Run 1, cell density map:
Scale bar: 10 um. 8 x 9 tiles, from white (low) to dark blue (high), 0 to 100% covered.
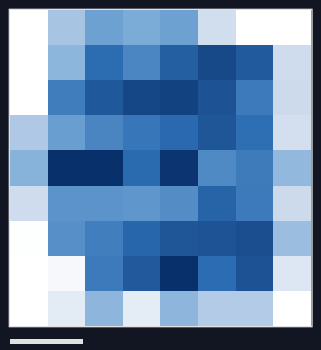
Run 1, supply network:
Scale bar: 10 um. Pins as bars on the die edge. Tap cells in grey.
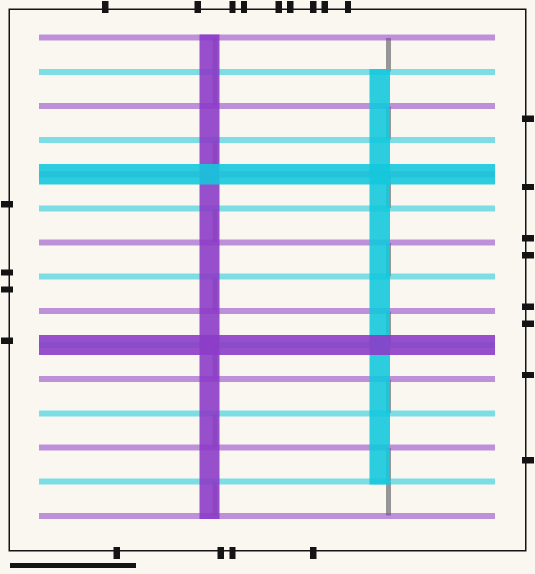
Run 1, register map, names as in the netlist:
Scale bar: 10 um. Other sequential cells in the stronger grey, the rest of the logic in the fainter grey.
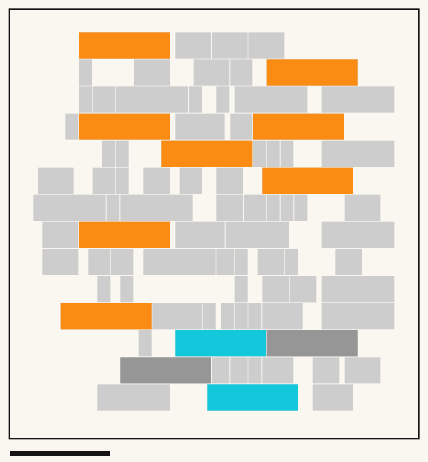
--- config.mk ---
export PLATFORM = sky130hd
export DESIGN_NAME = hs_req_ctrl
export DESIGN_NICKNAME = d
export VERILOG_FILES = /design/src/rtl/hs_req_ctrl.sv
export SDC_FILE = /design/constraint.sdc
export NUM_CORES = 1
export LEC_CHECK = 0
export ABC_AREA = 1
export ABC_CLOCK_PERIOD_IN_PS = 1200
export CAP_MARGIN = 20
export CORE_AREA = 2 2 39 41
export CTS_BUF_LIST = sky130_fd_sc_hd__clkbuf_8
export DETAILED_ROUTE_END_ITERATION = 10
export DIE_AREA = 0 0 41 43
export PLACE_DENSITY_LB_ADDON = 0.25
export SKIP_LAST_GASP = 1
export SLEW_MARGIN = 20
export SYNTH_ARGS = -nofsm -noshare
export SYNTH_HDL_FRONTEND = slang
export SYNTH_SLANG_ARGS = --single-unit
export TNS_END_PERCENT = 50
--- constraint.sdc ---
create_clock -name clk -period 1.2 [get_ports clk]
set_input_delay 0.3 -clock clk [delete_from_list [all_inputs] [get_ports clk]]
set_output_delay 0.3 -clock clk [all_outputs]
set_load 0.05 [all_outputs]
--- src/rtl/hs_req_ctrl.sv ---
// hs_req_ctrl: request side of a four-phase CDC handshake (IDLE -> REQ -> REL).
// Optional REQ timeout abort is compiled in by defining HS_REQ_TIMEOUT_EN.
module hs_req_ctrl #(
  parameter int DATA_W         = 8,
  parameter int TIMEOUT_CYCLES = 1024
) (
  input  logic              clk,
  input  logic              rst_n,
  input  logic              send_valid,
  input  logic [DATA_W-1:0] send_data,
  output logic              send_ready,
  output logic              req_out,
  output logic [DATA_W-1:0] data_out,
  input  logic              ack_sync,
  output logic              busy,
  output logic              done_pulse,
  output logic              err_pulse
);

  typedef enum logic [1:0] {IDLE, REQ, REL} state_t;

  state_t            state;
  state_t            state_next;
  logic              req_next;
  logic [DATA_W-1:0] data_next;
  logic              done_next;

`ifdef HS_REQ_TIMEOUT_EN
  localparam logic [15:0] TIMEOUT_LAST = 16'(TIMEOUT_CYCLES - 1);

  logic [15:0] count;
  logic [15:0] count_next;
  logic        timed_out;
  logic        timed_out_next;
  logic        err_next;
`else
  logic unused_timeout_cfg;
  assign unused_timeout_cfg = (TIMEOUT_CYCLES != 0);
  assign err_pulse          = 1'b0;
`endif

  // A stale acknowledge from an aborted handshake must drain before a new accept.
  assign send_ready = (state == IDLE) && !ack_sync;
  assign busy       = (state != IDLE);

  always_comb begin
    state_next = state;
    req_next   = req_out;
    data_next  = data_out;
    done_next  = 1'b0;
`ifdef HS_REQ_TIMEOUT_EN
    count_next     = count;
    timed_out_next = timed_out;
    err_next       = 1'b0;
`endif
    case (state)
      IDLE: begin
        if (send_valid && send_ready) begin
          state_next = REQ;
          req_next   = 1'b1;
          data_next  = send_data;
`ifdef HS_REQ_TIMEOUT_EN
          count_next     = '0;
          timed_out_next = 1'b0;
`endif
        end
      end
      REQ: begin
        if (ack_sync) begin
          state_next = REL;
          req_next   = 1'b0;
        end
`ifdef HS_REQ_TIMEOUT_EN
        else if (count == TIMEOUT_LAST) begin
          state_next     = REL;
          req_next       = 1'b0;
          err_next       = 1'b1;
          timed_out_next = 1'b1;
        end else begin
          count_next = count + 16'd1;
        end
`endif
      end
      REL: begin
        // An aborted handshake still waits for ack low, but reports no completion.
        if (!ack_sync) begin
          state_next = IDLE;
`ifdef HS_REQ_TIMEOUT_EN
          done_next = !timed_out;
`else
          done_next = 1'b1;
`endif
        end
      end
      default: state_next = IDLE;
    endcase
  end

  always_ff @(posedge clk or negedge rst_n) begin
    if (!rst_n) begin
      state      <= IDLE;
      req_out    <= 1'b0;
      data_out   <= '0;
      done_pulse <= 1'b0;
`ifdef HS_REQ_TIMEOUT_EN
      count      <= '0;
      timed_out  <= 1'b0;
      err_pulse  <= 1'b0;
`endif
    end else begin
      state      <= state_next;
      req_out    <= req_next;
      data_out   <= data_next;
      done_pulse <= done_next;
`ifdef HS_REQ_TIMEOUT_EN
      count      <= count_next;
      timed_out  <= timed_out_next;
      err_pulse  <= err_next;
`endif
    end
  end

endmodule

==> impl_metrics.tcl, run 1 <==
# collected from the flow reports
set metrics [dict create \
    largestRegisters "data_out: 8 flops, state: 2 flops" \
    die_w_um 41 \
    timing.rr.start "state[0]" \
    synth_top_area_share 0.585 \
    synth_area_leader_cell "dfrtp_1" \
    power-top-group "combinational cells" \
    drcViolationCount 0 \
    logic_family "simple AND/OR/NAND/NOR gates" \
    regMostFlops "data_out" \
    mostFrequentLayoutCells "nand2_1, dfrtp_1, buf_12" \
    worstPathCellList "nor2_4 -> inv_2 -> nor2_4 -> buf_12" \
    buffers 30 \
    max_stage_delay_ps 400 \
    io_buffers 23 \
    outcome "finished, violations left" \
    clkLatencyLatePin_ps 230 \
    yosysSeqAreaShare 0.585 \
    grtUsageTotal 0.171 \
    finalSetupViolations 2 \
    grt_antenna_before_repair 0 \
    grt-ovfl-total 0 \
    core-area_sq_um 1380 \
    wl_per_cell_um 11.9 \
    violations "negative setup slack" \
    cp_max_fo 2 \
    fin_ws_ps -152 \
    fmax_mhz 740 \
    period_used_share 1.13 \
    critPathKind "flip-flop to output port" \
    ff_latch_area_sq_um 300 \
    yosys.area_share.aoi 0.00976 \
    lay_top_count "nand2_1" \
    skew_ps 2.07 \
    place.gp.congestion 0.697 \
]
About 'cell density map':
tiles over 75% full: 32%
emptiest ninth of the die: bottom left
nearly empty tiles: 13%
fullest tile: 100%

About 'supply network':
| net | colour |
|---|---|
| VSS | purple |
| VDD | cyan |
rows: 14
met5 straps: 2
met4 straps: 2
met1 rails: 15
signal pins: 25

About 'register map, names as in the netlist':
| name in the netlist | colour | placed flops |
|---|---|---|
| data_out | orange | 8 |
| state | cyan | 2 |
not coloured: 2

-- run 1: worst register-to-register path, delay by kind of cell (launching register included) --
family | cells | cell delay, ps
AND/OR/NAND/NOR | 4 | 390
buffers and inverters | 1 | 170
flip-flops | 1 | 400
-- run 1: how the worst max path moves through the flow --
stage                  end  cells after the start     start  slack, ps
4_1_cts         send_ready                      4  state[0]       -150
3_3_place_gp      state[0]                      5  ack_sync       -230
6_report        send_ready                      4  state[0]       -150
2_1_floorplan   send_ready                      3  state[0]       -360
5_1_grt         send_ready                      4  state[0]       -200
3_5_place_dp   data_out[4]                      5  ack_sync       -250
-- run 1: what timing repair did --
| item | in CTS | in global routing |
|---|---|---|
| gates resized | 2 | 0 |
| buffers inserted | 2 | 0 |
| cloned | 0 | 0 |
| setup endpoints to repair | 5 | 2 |
| hold buffers | 0 | 0 |
Run 1, I/O nets highlighted:
Scale bar: 10 um.
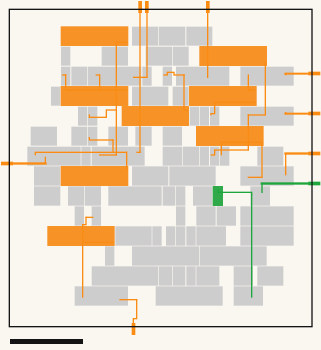

==> run 1 -> run 2 <==
--- a/config.mk
+++ b/config.mk
@@ -12,7 +12,7 @@
 export CTS_BUF_LIST = sky130_fd_sc_hd__clkbuf_8
 export DETAILED_ROUTE_END_ITERATION = 10
 export DIE_AREA = 0 0 41 43
-export PLACE_DENSITY_LB_ADDON = 0.25
+export PLACE_DENSITY = 0.77
 export SKIP_LAST_GASP = 1
 export SLEW_MARGIN = 20
 export SYNTH_ARGS = -nofsm -noshare
Run 2, I/O nets highlighted:
Scale bar: 10 um.
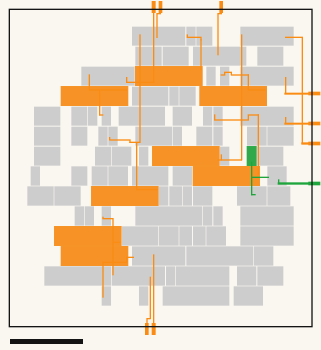
| port | colour | bits | direction | end cells | buffers | wire |
|---|---|---|---|---|---|---|
| busy | green | 1 | output | 1 | 1 | 11.7 um |
| data_out | orange | 8 | output | 8 | 8 | 178 um |

Run 2, cell density map:
Scale bar: 10 um. 8 x 9 tiles, from white (low) to dark blue (high), 0 to 100% covered.
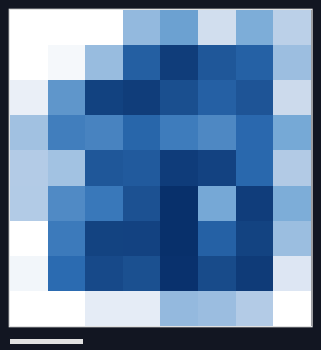
tiles over 75% full: 42%
fullest tile: 100%
densest ninth of the die: middle
mean over tiles: 56%

==> run 2 against run 1 <==
  * The run still ends with negative setup slack left
  * Hold slack gained 1.3 ps
  * Clock power up 21%
  * Sequential share of layout area down 1.5 points
  * Synthesized cell count unchanged
  * Area after synthesis did not move
  * Global-route usage increased by 0.82 points
  * Total power up 4.2%
  * Cell area is 4.9% higher
  * Combinational power about the same
  * Non-clock buffer count grew 3
  * Highest routed layer unchanged
==> impl_metrics.tcl, run 2 <==
# collected from the flow reports
set metrics [dict create \
    period_used_share 1.13 \
    yosys.area_share.aoi 0.00976 \
    skew_ps 1.63 \
    startpoint "state[1]" \
    drcViolationCount 0 \
    critPathKind "flip-flop to output port" \
    mostFrequentLayoutCells "nand2_1, dfrtp_1, buf_12, buf_4, clkdlybuf4s50_1" \
    grt-ovfl-total 0 \
    synth_top_area_share 0.585 \
    regMostFlops "data_out" \
    worstPathCellList "nor2_4 -> inv_2 -> nor2_4 -> buf_12" \
    violations "negative setup slack" \
    buffers 33 \
    io_buffers 23 \
    outcome "finished, violations left" \
    max_stage_delay_ps 400 \
    logic_family "simple AND/OR/NAND/NOR gates" \
    lay_top_count "nand2_1" \
    grt_antenna_before_repair 0 \
    synth_area_leader_cell "dfrtp_1" \
    cts_setup_buffers 3 \
    cp_max_fo 2 \
    crit_cells 4 \
    fin_ws_ps -155 \
    finalSetupViolations 2 \
]
==> run 2: netlist changes by cell type in the layout (fill, tap and decap cells not counted) <==
cell,previous run,this run
nand3_2,0,1
clkbuf_8,3,4
buf_4,8,11
==> run 2: power breakdown <==
part           leakage, uW  internal (uW)  switching [uW]
clock network    0.0000288            289             135
logic             0.000315            585             678
registers         0.000150            526             130
total             0.000494           1400             944
==> run 2: worst register-to-register path: cells and delay by family, from the launching register on <==
family        cells  cell delay [ps]
simple gates      4              420
flops             1              400
buf+inv           1              190
==> run 2: stage by stage <==
step | std cells | setup slack, ps | util
2_1_floorplan | 55 | -355 | -
3_3_place_gp | 99 | -199 | 0.665
3_5_place_dp | 99 | -224 | 0.665
4_1_cts | 106 | -169 | 0.721
5_1_grt | 106 | -197 | 0.722
6_report | 106 | -155 | 0.722
Power is estimated from default activity; no workload was simulated.
